==> images/layer_met2.png <==
Scale: 2 px per µm.
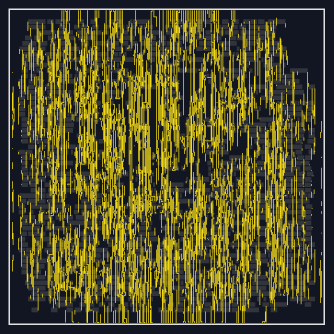
==> images/io_fan.png <==
Scale: 3 px per µm.
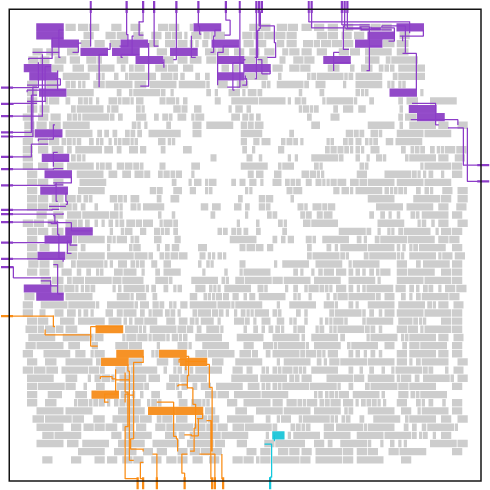
File: src/rtl/mem_arbiter_pkg.sv
// Shared types and constants for the byte-serial RAM/IO arbiter.
package mem_arbiter_pkg;

  // Arbiter FSM states (2-bit encoding).
  typedef enum logic [1:0] {
    ST_IDLE   = 2'd0,
    ST_IF_RD  = 2'd1,
    ST_MEM_RD = 2'd2,
    ST_MEM_WR = 2'd3
  } arb_state_e;

  // Access length codes as presented on mem_len_in.
  localparam logic [2:0] LEN1 = 3'd1;
  localparam logic [2:0] LEN2 = 3'd2;
  localparam logic [2:0] LEN4 = 3'd4;

  // First address of the memory-mapped IO region.
  localparam logic [31:0] IO_BASE_DEFAULT = 32'h0003_0000;

  // Byte count of an access; any unsupported code is a full word.
  function automatic logic [2:0] len_bytes(input logic [2:0] len);
    case (len)
      LEN1:    return LEN1;
      LEN2:    return LEN2;
      default: return LEN4;
    endcase
  endfunction

  // Little-endian byte lane of a 32-bit word.
  function automatic logic [7:0] byte_lane(input logic [31:0] word, input logic [1:0] lane);
    case (lane)
      2'd0:    return word[7:0];
      2'd1:    return word[15:8];
      2'd2:    return word[23:16];
      default: return word[31:24];
    endcase
  endfunction

endpackage

File: src/rtl/mem_arbiter.sv
// Byte-serial arbiter between instruction fetch and the MEM stage on a
// single byte-wide RAM/IO port. MEM has priority; each access is split into
// per-byte RAM cycles and completes with a one-cycle done pulse.
module mem_arbiter
  import mem_arbiter_pkg::*;
#(
  parameter int                ADDR_W  = 32,
  parameter logic [ADDR_W-1:0] IO_BASE = ADDR_W'(IO_BASE_DEFAULT)
) (
  input  logic              clk_in,
  input  logic              rst_in,
  input  logic              rdy_in,
  input  logic              flush_in,
  input  logic              io_buffer_full_in,
  input  logic              if_req_in,
  input  logic [ADDR_W-1:0] if_addr_in,
  output logic              if_done_out,
  output logic [31:0]       if_inst_out,
  input  logic              mem_req_in,
  input  logic              mem_we_in,
  input  logic [2:0]        mem_len_in,
  input  logic [ADDR_W-1:0] mem_addr_in,
  input  logic [31:0]       mem_wdata_in,
  output logic              mem_done_out,
  output logic [31:0]       mem_rdata_out,
  input  logic [7:0]        ram_din_in,
  output logic [7:0]        ram_dout_out,
  output logic [ADDR_W-1:0] ram_a_out,
  output logic              ram_wr_out
);

  arb_state_e        state_q, state_d;
  logic [2:0]        cnt_q, cnt_d;       // reads: edges since accept; writes: bytes issued
  logic [2:0]        len_q, len_d;       // byte count of the current access
  logic [ADDR_W-1:0] base_q, base_d;
  logic [31:0]       wdata_q, wdata_d;
  logic [31:0]       rdbuf_q, rdbuf_d;   // lanes assembled so far, zero above
  logic [ADDR_W-1:0] a_q, a_d;
  logic [7:0]        dout_q, dout_d;
  logic              wr_q, wr_d;
  logic              if_done_q, if_done_d;
  logic [31:0]       if_inst_q, if_inst_d;
  logic              mem_done_q, mem_done_d;
  logic [31:0]       mem_rdata_q, mem_rdata_d;

  logic [ADDR_W-1:0] byte_addr;
  logic              io_stall;
  logic              mem_accept_stall;

  assign byte_addr        = base_q + ADDR_W'(cnt_q);
  assign io_stall         = (byte_addr >= IO_BASE) && io_buffer_full_in;
  assign mem_accept_stall = (mem_addr_in >= IO_BASE) && io_buffer_full_in;

  // Next-state, byte sequencing and lane assembly.
  always_comb begin
    // NOTE: every variable gets a default here so no path leaves one unassigned (no latches).
    state_d     = state_q;
    cnt_d       = cnt_q;
    len_d       = len_q;
    base_d      = base_q;
    wdata_d     = wdata_q;
    rdbuf_d     = rdbuf_q;
    a_d         = a_q;
    dout_d      = dout_q;
    wr_d        = 1'b0;
    if_done_d   = 1'b0;
    if_inst_d   = if_inst_q;
    mem_done_d  = 1'b0;
    mem_rdata_d = mem_rdata_q;

    case (state_q)
      ST_IDLE: begin
        // A requester whose done is still high is ignored so it is not restarted.
        if (mem_req_in && !mem_done_q) begin
          base_d  = mem_addr_in;
          len_d   = len_bytes(mem_len_in);
          wdata_d = mem_wdata_in;
          rdbuf_d = '0;
          cnt_d   = '0;
          a_d     = mem_addr_in;
          if (mem_we_in) begin
            state_d = ST_MEM_WR;
            if (!mem_accept_stall) begin
              dout_d = mem_wdata_in[7:0];
              wr_d   = 1'b1;
              cnt_d  = 3'd1;
            end
          end else begin
            state_d = ST_MEM_RD;
          end
        end else if (if_req_in && !if_done_q && !flush_in) begin
          state_d = ST_IF_RD;
          base_d  = if_addr_in;
          len_d   = LEN4;
          rdbuf_d = '0;
          cnt_d   = '0;
          a_d     = if_addr_in;
        end
      end

      ST_IF_RD, ST_MEM_RD: begin
        if (state_q == ST_IF_RD && flush_in) begin
          state_d = ST_IDLE;
          cnt_d   = '0;
        end else begin
          // Address k is issued at edge k; byte k lands two edges later.
          if (cnt_q + 3'd1 < len_q) a_d = base_q + ADDR_W'(cnt_q + 3'd1);
          case (cnt_q)
            3'd1:    rdbuf_d[7:0]   = ram_din_in;
            3'd2:    rdbuf_d[15:8]  = ram_din_in;
            3'd3:    rdbuf_d[23:16] = ram_din_in;
            3'd4:    rdbuf_d[31:24] = ram_din_in;
            default: ;
          endcase
          if (cnt_q == len_q) begin
            state_d = ST_IDLE;
            cnt_d   = '0;
            if (state_q == ST_IF_RD) begin
              if_done_d = 1'b1;
              if_inst_d = rdbuf_d;
            end else begin
              mem_done_d  = 1'b1;
              mem_rdata_d = rdbuf_d;
            end
          end else begin
            cnt_d = cnt_q + 3'd1;
          end
        end
      end

      ST_MEM_WR: begin
        if (cnt_q == len_q) begin
          state_d    = ST_IDLE;
          cnt_d      = '0;
          mem_done_d = 1'b1;
        end else if (!io_stall) begin
          a_d    = byte_addr;
          dout_d = byte_lane(wdata_q, cnt_q[1:0]);
          wr_d   = 1'b1;
          cnt_d  = cnt_q + 3'd1;
        end
      end

      default: state_d = ST_IDLE;
    endcase
  end

  // State and output registers; rdy_in low freezes everything.
  always_ff @(posedge clk_in or posedge rst_in) begin
    if (rst_in) begin
      state_q     <= ST_IDLE;
      cnt_q       <= '0;
      len_q       <= '0;
      base_q      <= '0;
      wdata_q     <= '0;
      rdbuf_q     <= '0;
      a_q         <= '0;
      dout_q      <= '0;
      wr_q        <= 1'b0;
      if_done_q   <= 1'b0;
      if_inst_q   <= '0;
      mem_done_q  <= 1'b0;
      mem_rdata_q <= '0;
    end else if (rdy_in) begin
      // NOTE: non-blocking assignments so every register samples pre-edge values.
      state_q     <= state_d;
      cnt_q       <= cnt_d;
      len_q       <= len_d;
      base_q      <= base_d;
      wdata_q     <= wdata_d;
      rdbuf_q     <= rdbuf_d;
      a_q         <= a_d;
      dout_q      <= dout_d;
      wr_q        <= wr_d;
      if_done_q   <= if_done_d;
      if_inst_q   <= if_inst_d;
      mem_done_q  <= mem_done_d;
      mem_rdata_q <= mem_rdata_d;
    end
  end

  assign if_done_out   = if_done_q;
  assign if_inst_out   = if_inst_q;
  assign mem_done_out  = mem_done_q;
  assign mem_rdata_out = mem_rdata_q;
  assign ram_a_out     = a_q;
  assign ram_dout_out  = dout_q;
  // A held write strobe must not repeat a write while the system is frozen.
  assign ram_wr_out    = wr_q & rdy_in;

endmodule

File: config.mk
export PLATFORM = sky130hd
export DESIGN_NAME = mem_arbiter
export DESIGN_NICKNAME = d
export VERILOG_FILES = /design/src/rtl/mem_arbiter_pkg.sv /design/src/rtl/mem_arbiter.sv
export SDC_FILE = /design/constraint.sdc
export NUM_CORES = 1
export LEC_CHECK = 0
export CAP_MARGIN = 20
export CORE_MARGIN = 4
export CORE_UTILIZATION = 50
export DETAILED_ROUTE_END_ITERATION = 16
export GPL_TIMING_DRIVEN = 0
export PLACE_DENSITY = 0.78
export SYNTH_ARGS = -nofsm -noshare
export SYNTH_HDL_FRONTEND = slang
export SYNTH_SLANG_ARGS = --single-unit
File: constraint.sdc
create_clock -name clk_in -period 9.1 [get_ports clk_in]
set_input_delay 1.82 -clock clk_in [delete_from_list [all_inputs] [get_ports clk_in]]
set_output_delay 1.82 -clock clk_in [all_outputs]
set_load 0.02 [all_outputs]
==> flow_summary.yaml <==
# physical design summary
layout:
  finalInstanceArea_um2: 14430
  layout.nets: 1540
  syn_to_final_growth_pct: 30.42
worst_setup_path:
  worst_setup_path_start_kind: "primary input"
  crit_type: "primary input to flip-flop"
synthesis:
  ys_top_cells_by_count: "211 x sky130_fd_sc_hd__dfrtp_1, 170 x sky130_fd_sc_hd__nand2_1, 132 x sky130_fd_sc_hd__o21ai_0"
  synth_stat.cells: 1161
  synth.top_cells.by_area: "sky130_fd_sc_hd__dfrtp_1 48%, sky130_fd_sc_hd__mux2i_1 6.2%, sky130_fd_sc_hd__o21ai_0 6.0%, sky130_fd_sc_hd__nand2_1 5.8%, sky130_fd_sc_hd__a21oi_1 3.8%"
  synth_xor_xnor_area_share_pct: 1.108
  async_s_r_ff_share_synth_pct: 100.0
clocking:
  clock_latency_on_the_worst_skew_pair_ns: 0.54
  post_cts_buffers: 0
  cts_buffers: 23
global_route:
  overflow: 0
route:
  antenna_left: 0
  via_count: 10330
  drt_first_pass_iters: 8
power_and_ir_drop:
  cell_internal_pwr_mw: 2.874
  seq_power_share_pct: 31.8
  combinationalPower_mw: 2.46
final_timing:
  highest_clock_rate_mhz: 199.1
status:
  outcome: "complete, no violations"
placement:
  detailed_place_hpwl_um: 27710
worst_hold_path:
  holdCritPathClass: "flip-flop to flip-flop"
floorplan:
  die_w_um: 156.8
About layer_met2.png:
main direction: vertical
nets with wire on the layer: 1,320

About io_fan.png:
| color | port | direction | edge | end cells | buffers | wire |
|---|---|---|---|---|---|---|
| purple | ram_a_out | output | 16 top, 14 left, 2 right | 32 | 32 | 1,070 µm |
| cyan | rst_in | input | bottom | 1 | 1 | 16.5 µm |
| orange | ram_dout_out | output | 7 bottom, 1 left | 8 | 8 | 400 µm |

## worst max-delay path, cell delays in order
cell and delay (ns):
sky130_fd_sc_hd__clkdlybuf4s50_1 0.48, sky130_fd_sc_hd__nor2b_1 0.12, sky130_fd_sc_hd__clkbuf_1 0.68, sky130_fd_sc_hd__a21oi_1 0.15, sky130_fd_sc_hd__or3_1 0.37, sky130_fd_sc_hd__clkbuf_1 0.31
sky130_fd_sc_hd__o22ai_1 0.73, sky130_fd_sc_hd__nand3_1 0.40, sky130_fd_sc_hd__o21ai_0 0.28, sky130_fd_sc_hd__o2bb2ai_1 0.14
## area by class of cell
class	instances	area [µm²]	area share, %
Tap cell	280	350.3	2.428
Inverter	32	127.6	0.8845
Sequential cell	211	5280	36.59
Multi-Input combinational cell	838	5335	36.98
Timing Repair Buffer	222	2237	15.50
Clock buffer	36	694.4	4.813
Buffer	80	334.1	2.315
Clock inverter	5	70.07	0.4856
## worst paths after layout
path / startpoint / endpoint / slack [ns] / cells after the start
worst max-delay path: mem_req_in / rdbuf_q[31] / 4.08 / 10
worst min-delay path: rdbuf_q[12] / rdbuf_q[12] / 0.48 / 2
worst max register to register: cnt_q[0] / ram_a_out[23] / 4.82 / 11
worst min register to register: rdbuf_q[12] / rdbuf_q[12] / 0.48 / 2
max in group asynchronous: rst_in / base_q[29] / 6.30 / 3
min in group asynchronous: rst_in / mem_rdata_out[2] / 1.78 / 2
## metal layers
metal	vias to the layer above	share of wire [%]	wire length [µm]	global-route usage (%)
met5	-	0	0	0
met4	0	2.2	835	7.231
met3	59	7.4	2757	4.867
met2	472	47	17750	48.83
met1	5104	43	16040	41.93
li1	4696	-	-	-
